### Sequential cells grouped by signal name

Scale: 3 px per µm.
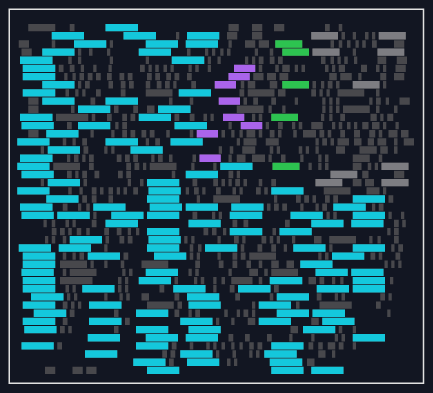
### Placement by cell class

Scale: 3 px per µm.
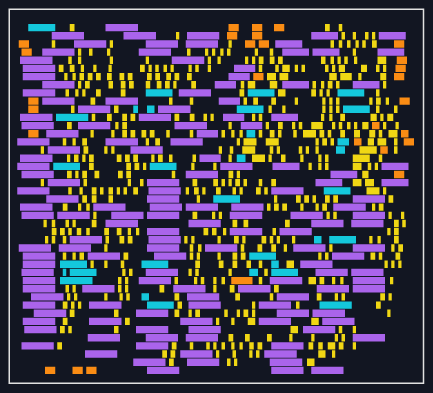
[src/rtl/packet_to_serial.sv]
// Transmit framer: buffers one packet, then emits 0x51, 16-bit length (MSB first), payload.
// Header appears the cycle after in_last is accepted; output holds steady while out_ready is low.
module packet_to_serial #(
  parameter int DEPTH      = 16,
  parameter int ADDR_WIDTH = 4
) (
  input  logic       clock,
  input  logic       clear_n,
  input  logic       in_valid,
  input  logic [7:0] in_data,
  input  logic       in_last,
  output logic       in_ready,
  output logic       out_valid,
  output logic [7:0] out_data,
  input  logic       out_ready,
  output logic       overflow
);

  localparam int CW = ADDR_WIDTH + 1;
  localparam logic [CW-1:0] DEPTH_C = CW'(DEPTH);

  typedef enum logic [2:0] {
    S_COLLECT,
    S_HDR,
    S_LEN_HI,
    S_LEN_LO,
    S_PAYLOAD
  } state_t;

  state_t                state_q, state_d;
  logic [CW-1:0]         count_q, count_d;
  logic [ADDR_WIDTH-1:0] rd_ptr_q, rd_ptr_d;
  logic                  overflow_q, overflow_d;
  logic                  live_q, live_d;
  logic [7:0]            mem [DEPTH];
  logic [7:0]            rdata_q;
  logic                  wr_en;
  logic [15:0]           len16;

  assign len16 = {{(16-CW){1'b0}}, count_q};

  always_comb begin
    state_d    = state_q;
    count_d    = count_q;
    rd_ptr_d   = rd_ptr_q;
    overflow_d = overflow_q;
    live_d     = 1'b1;
    wr_en      = 1'b0;
    in_ready   = 1'b0;
    out_valid  = 1'b0;
    out_data   = 8'h00;

    case (state_q)
      S_COLLECT: begin
        // live_q keeps in_ready low until the first edge after reset release
        in_ready = live_q;
        if (in_valid && live_q) begin
          if (count_q < DEPTH_C) begin
            wr_en   = 1'b1;
            count_d = count_q + CW'(1);
          end else begin
            overflow_d = 1'b1;
          end
          if (in_last) state_d = S_HDR;
        end
      end
      S_HDR: begin
        out_valid = 1'b1;
        out_data  = 8'h51;
        if (out_ready) state_d = S_LEN_HI;
      end
      S_LEN_HI: begin
        out_valid = 1'b1;
        out_data  = len16[15:8];
        if (out_ready) state_d = S_LEN_LO;
      end
      S_LEN_LO: begin
        out_valid = 1'b1;
        out_data  = len16[7:0];
        rd_ptr_d  = '0;
        if (out_ready) state_d = S_PAYLOAD;
      end
      S_PAYLOAD: begin
        out_valid = 1'b1;
        out_data  = rdata_q;
        if (out_ready) begin
          if ({1'b0, rd_ptr_q} == count_q - CW'(1)) begin
            state_d  = S_COLLECT;
            count_d  = '0;
            rd_ptr_d = '0;
          end else begin
            rd_ptr_d = rd_ptr_q + ADDR_WIDTH'(1);
          end
        end
      end
      default: state_d = S_COLLECT;
    endcase
  end

  always_ff @(posedge clock or negedge clear_n) begin
    if (!clear_n) begin
      state_q    <= S_COLLECT;
      count_q    <= '0;
      rd_ptr_q   <= '0;
      overflow_q <= 1'b0;
      live_q     <= 1'b0;
    end else begin
      state_q    <= state_d;
      count_q    <= count_d;
      rd_ptr_q   <= rd_ptr_d;
      overflow_q <= overflow_d;
      live_q     <= live_d;
    end
  end

  // Read address is the next pointer, so rdata_q tracks rd_ptr_q with no bubble
  always_ff @(posedge clock) begin
    if (wr_en) mem[count_q[ADDR_WIDTH-1:0]] <= in_data;
    rdata_q <= mem[rd_ptr_d];
  end

  assign overflow = overflow_q;

endmodule
[config.mk]
export PLATFORM = sky130hd
export DESIGN_NAME = packet_to_serial
export DESIGN_NICKNAME = d
export VERILOG_FILES = /design/src/rtl/packet_to_serial.sv
export SDC_FILE = /design/constraint.sdc
export NUM_CORES = 1
export LEC_CHECK = 0
export ABC_AREA = 1
export CAP_MARGIN = 20
export CELL_PAD_IN_SITES_DETAIL_PLACEMENT = 1
export CELL_PAD_IN_SITES_GLOBAL_PLACEMENT = 2
export CORE_ASPECT_RATIO = 0.9
export CORE_MARGIN = 2
export CORE_UTILIZATION = 43
export CTS_BUF_LIST = sky130_fd_sc_hd__clkbuf_16
export DETAILED_ROUTE_END_ITERATION = 16
export PLACE_DENSITY_LB_ADDON = 0.12
export SYNTH_ARGS = -nofsm -noshare
export SYNTH_HDL_FRONTEND = slang
export SYNTH_SLANG_ARGS = --single-unit
[constraint.sdc]
create_clock -name clock -period 4.5 [get_ports clock]
set_input_delay 0.45 -clock clock [delete_from_list [all_inputs] [get_ports clock]]
set_output_delay 0.45 -clock clock [all_outputs]
set_load 0.005 [all_outputs]
==> flow_metrics.tcl <==
# flow metrics
set metrics [dict create \
    h-tree-depth 4 \
    rsz0062_at_grt "false" \
    path_cells "inv_2 -> ha_1 -> nand2_1 -> inv_1 -> nor2_1 -> nand3_1 -> nor2_1 -> nand2_2 -> nand2_2 -> nand2_2 -> buf_12 -> nand2_1 -> nand3_1 -> nand3_1 -> nand3_1 -> nand2_1" \
    setup_violations 0 \
    numSynthFlops 150 \
    critPathMostFrequentCell "nand3_1" \
    top_cells_by_area "edfxtp_1 56%, nand3_1 11%, nand2_1 9.4%" \
    outcome "finished clean" \
    wl_met3_um 992 \
    async_reset_ff_share_pct 9.33 \
    r2r-end "rdata_q[2]$_DFF_P_" \
    cts_tree "yes" \
    clkSlewWorstSetupHoldPaths_ps 60 \
    initialDrtViolationCount 354 \
    die_h_um 124 \
    top_cells_by_count "172 x nand2_1, 151 x nand3_1, 128 x edfxtp_1" \
    via_per_inst 5.32 \
    antenna_found_initial 0 \
    wl_um 18700 \
    ctsResizeCount 0 \
    worstPathMaxFanout 33 \
    fp_nets 709 \
    critPathMaxStageDelay_ps 490 \
    wl_per_cell_um 20.3 \
    nNetsFinal 724 \
    row_count 43 \
    min_period_over_period_pct 67.1 \
    dp_hpwl_um 12100 \
    regToRegStartpoint "count_q[0]$_DFFE_PN0P_" \
    yosys.stat.seqShare_pct 63.1 \
    fp_util_pct 44.4 \
    min_period_ps 3020 \
    drc 0 \
    clkSinkCount 150 \
    crit_path_start_kind "register" \
    slew_headroom_pct 39.1 \
    yosys-stat-area_mm2 0.00690 \
    edf_count 128 \
    required_ps 4870 \
    cp_num_buf_inv 3 \
    yosys-stat-cells 690 \
    critPathSlowestCell "dfrtp_1" \
    drv_cap 0 \
    tns_ps 0 \
    wl_met2_um 8780 \
    yosys.area.top_type "edfxtp_1" \
]
Notes on 'Sequential cells grouped by signal name' above:
- green: count_q (flops 5)
- cyan: mem (flops 128; where all over the die)
- purple: rdata_q (flops 8; where north)

Notes on 'Placement by cell class' above:
- orange: remaining buffers and delay cells (cells 28; share of their area 3.7%)
- cyan: clock drivers and dummy loads (cells 31; share of their area 8.0%)
- yellow: remaining logic cells (cells 508; share of their area 31%)
- purple: sequential cells (cells 150; share of their area 58%)

cell type report:
class                      instances  area [µm²]
fill                            1680        7740
sequential                       150        4350
multi-input combinational        409        1950
clock buffer                      17         425
inverter                          99         372
timing repair buffer              28         280
tap                              202         253
clock inverter                    14         175
sequential cells by signal, summed over array words and instances, names as in the netlist:
name and flops:
mem 128, rdata_q 8, count_q 5, rd_ptr_q 4
state_q 3, live_q 1, overflow 1
metrics by stage:
step / setup WS [ps] / utilization (%) / hold slack, ps / power, mW / cells
floorplan: 2410 / - / 154 / 2.46 / 690
global placement: 1400 / 46.3 / 456 / 2.79 / 888
detailed placement: 1350 / 46.3 / 462 / 2.82 / 888
CTS: 1430 / 50.2 / 447 / 4.28 / 919
global route: 1110 / 50.2 / 462 / 4.48 / 919
finish: 1480 / 50.2 / 430 / 4.26 / 919
worst max-delay path by stage:
stage / startpoint / endpoint / slack [ps] / depth (start not counted)
after floorplan: count_q[0]$_DFFE_PN0P_ / rdata_q[6]$_DFF_P_ / 2410 / 18
after detailed placement: in_valid / mem[5][5]$_DFFE_PP_ / 1350 / 5
after global placement: in_valid / mem[5][4]$_DFFE_PP_ / 1400 / 5
after CTS: count_q[0]$_DFFE_PN0P_ / rdata_q[0]$_DFF_P_ / 1430 / 16
after global routing: count_q[0]$_DFFE_PN0P_ / rdata_q[0]$_DFF_P_ / 1110 / 16
final: count_q[0]$_DFFE_PN0P_ / rdata_q[2]$_DFF_P_ / 1480 / 16
cells by family (layout without fill, tap and decap cells):
kind of cell    Yosys count  count (layout)  share of synthesized area, %
flops                   150             150                          63.1
xor+xnor                  4               4                         0.616
fa+ha+maj                 6               6                          1.09
compound gates           23              23                          2.30
simple gates            375             375                          24.1
other cells               1               1                        0.0543
buf+inv                 131             158                          8.77
layer usage:
layer	GRT usage (%)	vias to the layer above
li1	-	2316
met1	32.0	2433
met2	36.7	116
met3	6.28	22
met4	6.55	0
met5	0	-
cells in the final DEF (no fill, tap or decap), drive strengths merged, types with 2 or more instances in the layout:
| master | n |
|---|---|
| edfxtp | 128 |
| xor2 | 4 |
| nand2 | 177 |
| clkdlybuf4s50 | 23 |
| o21ai | 8 |
| inv | 104 |
| clkinvlp | 4 |
| ha | 6 |
| nand3b | 8 |
| nand3 | 151 |
| dfxtp | 8 |
| buf | 5 |
| clkinv | 2 |
| dfrtp | 14 |
| a21oi | 7 |
| nor2 | 37 |
| o211ai | 2 |
| clkbuf | 17 |
| bufinv | 3 |
power breakdown:
part | internal [mW] | switching (mW)
Clock | 0.874 | 0.596
Sequential | 1.58 | 0.0659
Combinational | 0.372 | 0.766
Total | 2.83 | 1.43
Power and IR drop assume default switching activity.
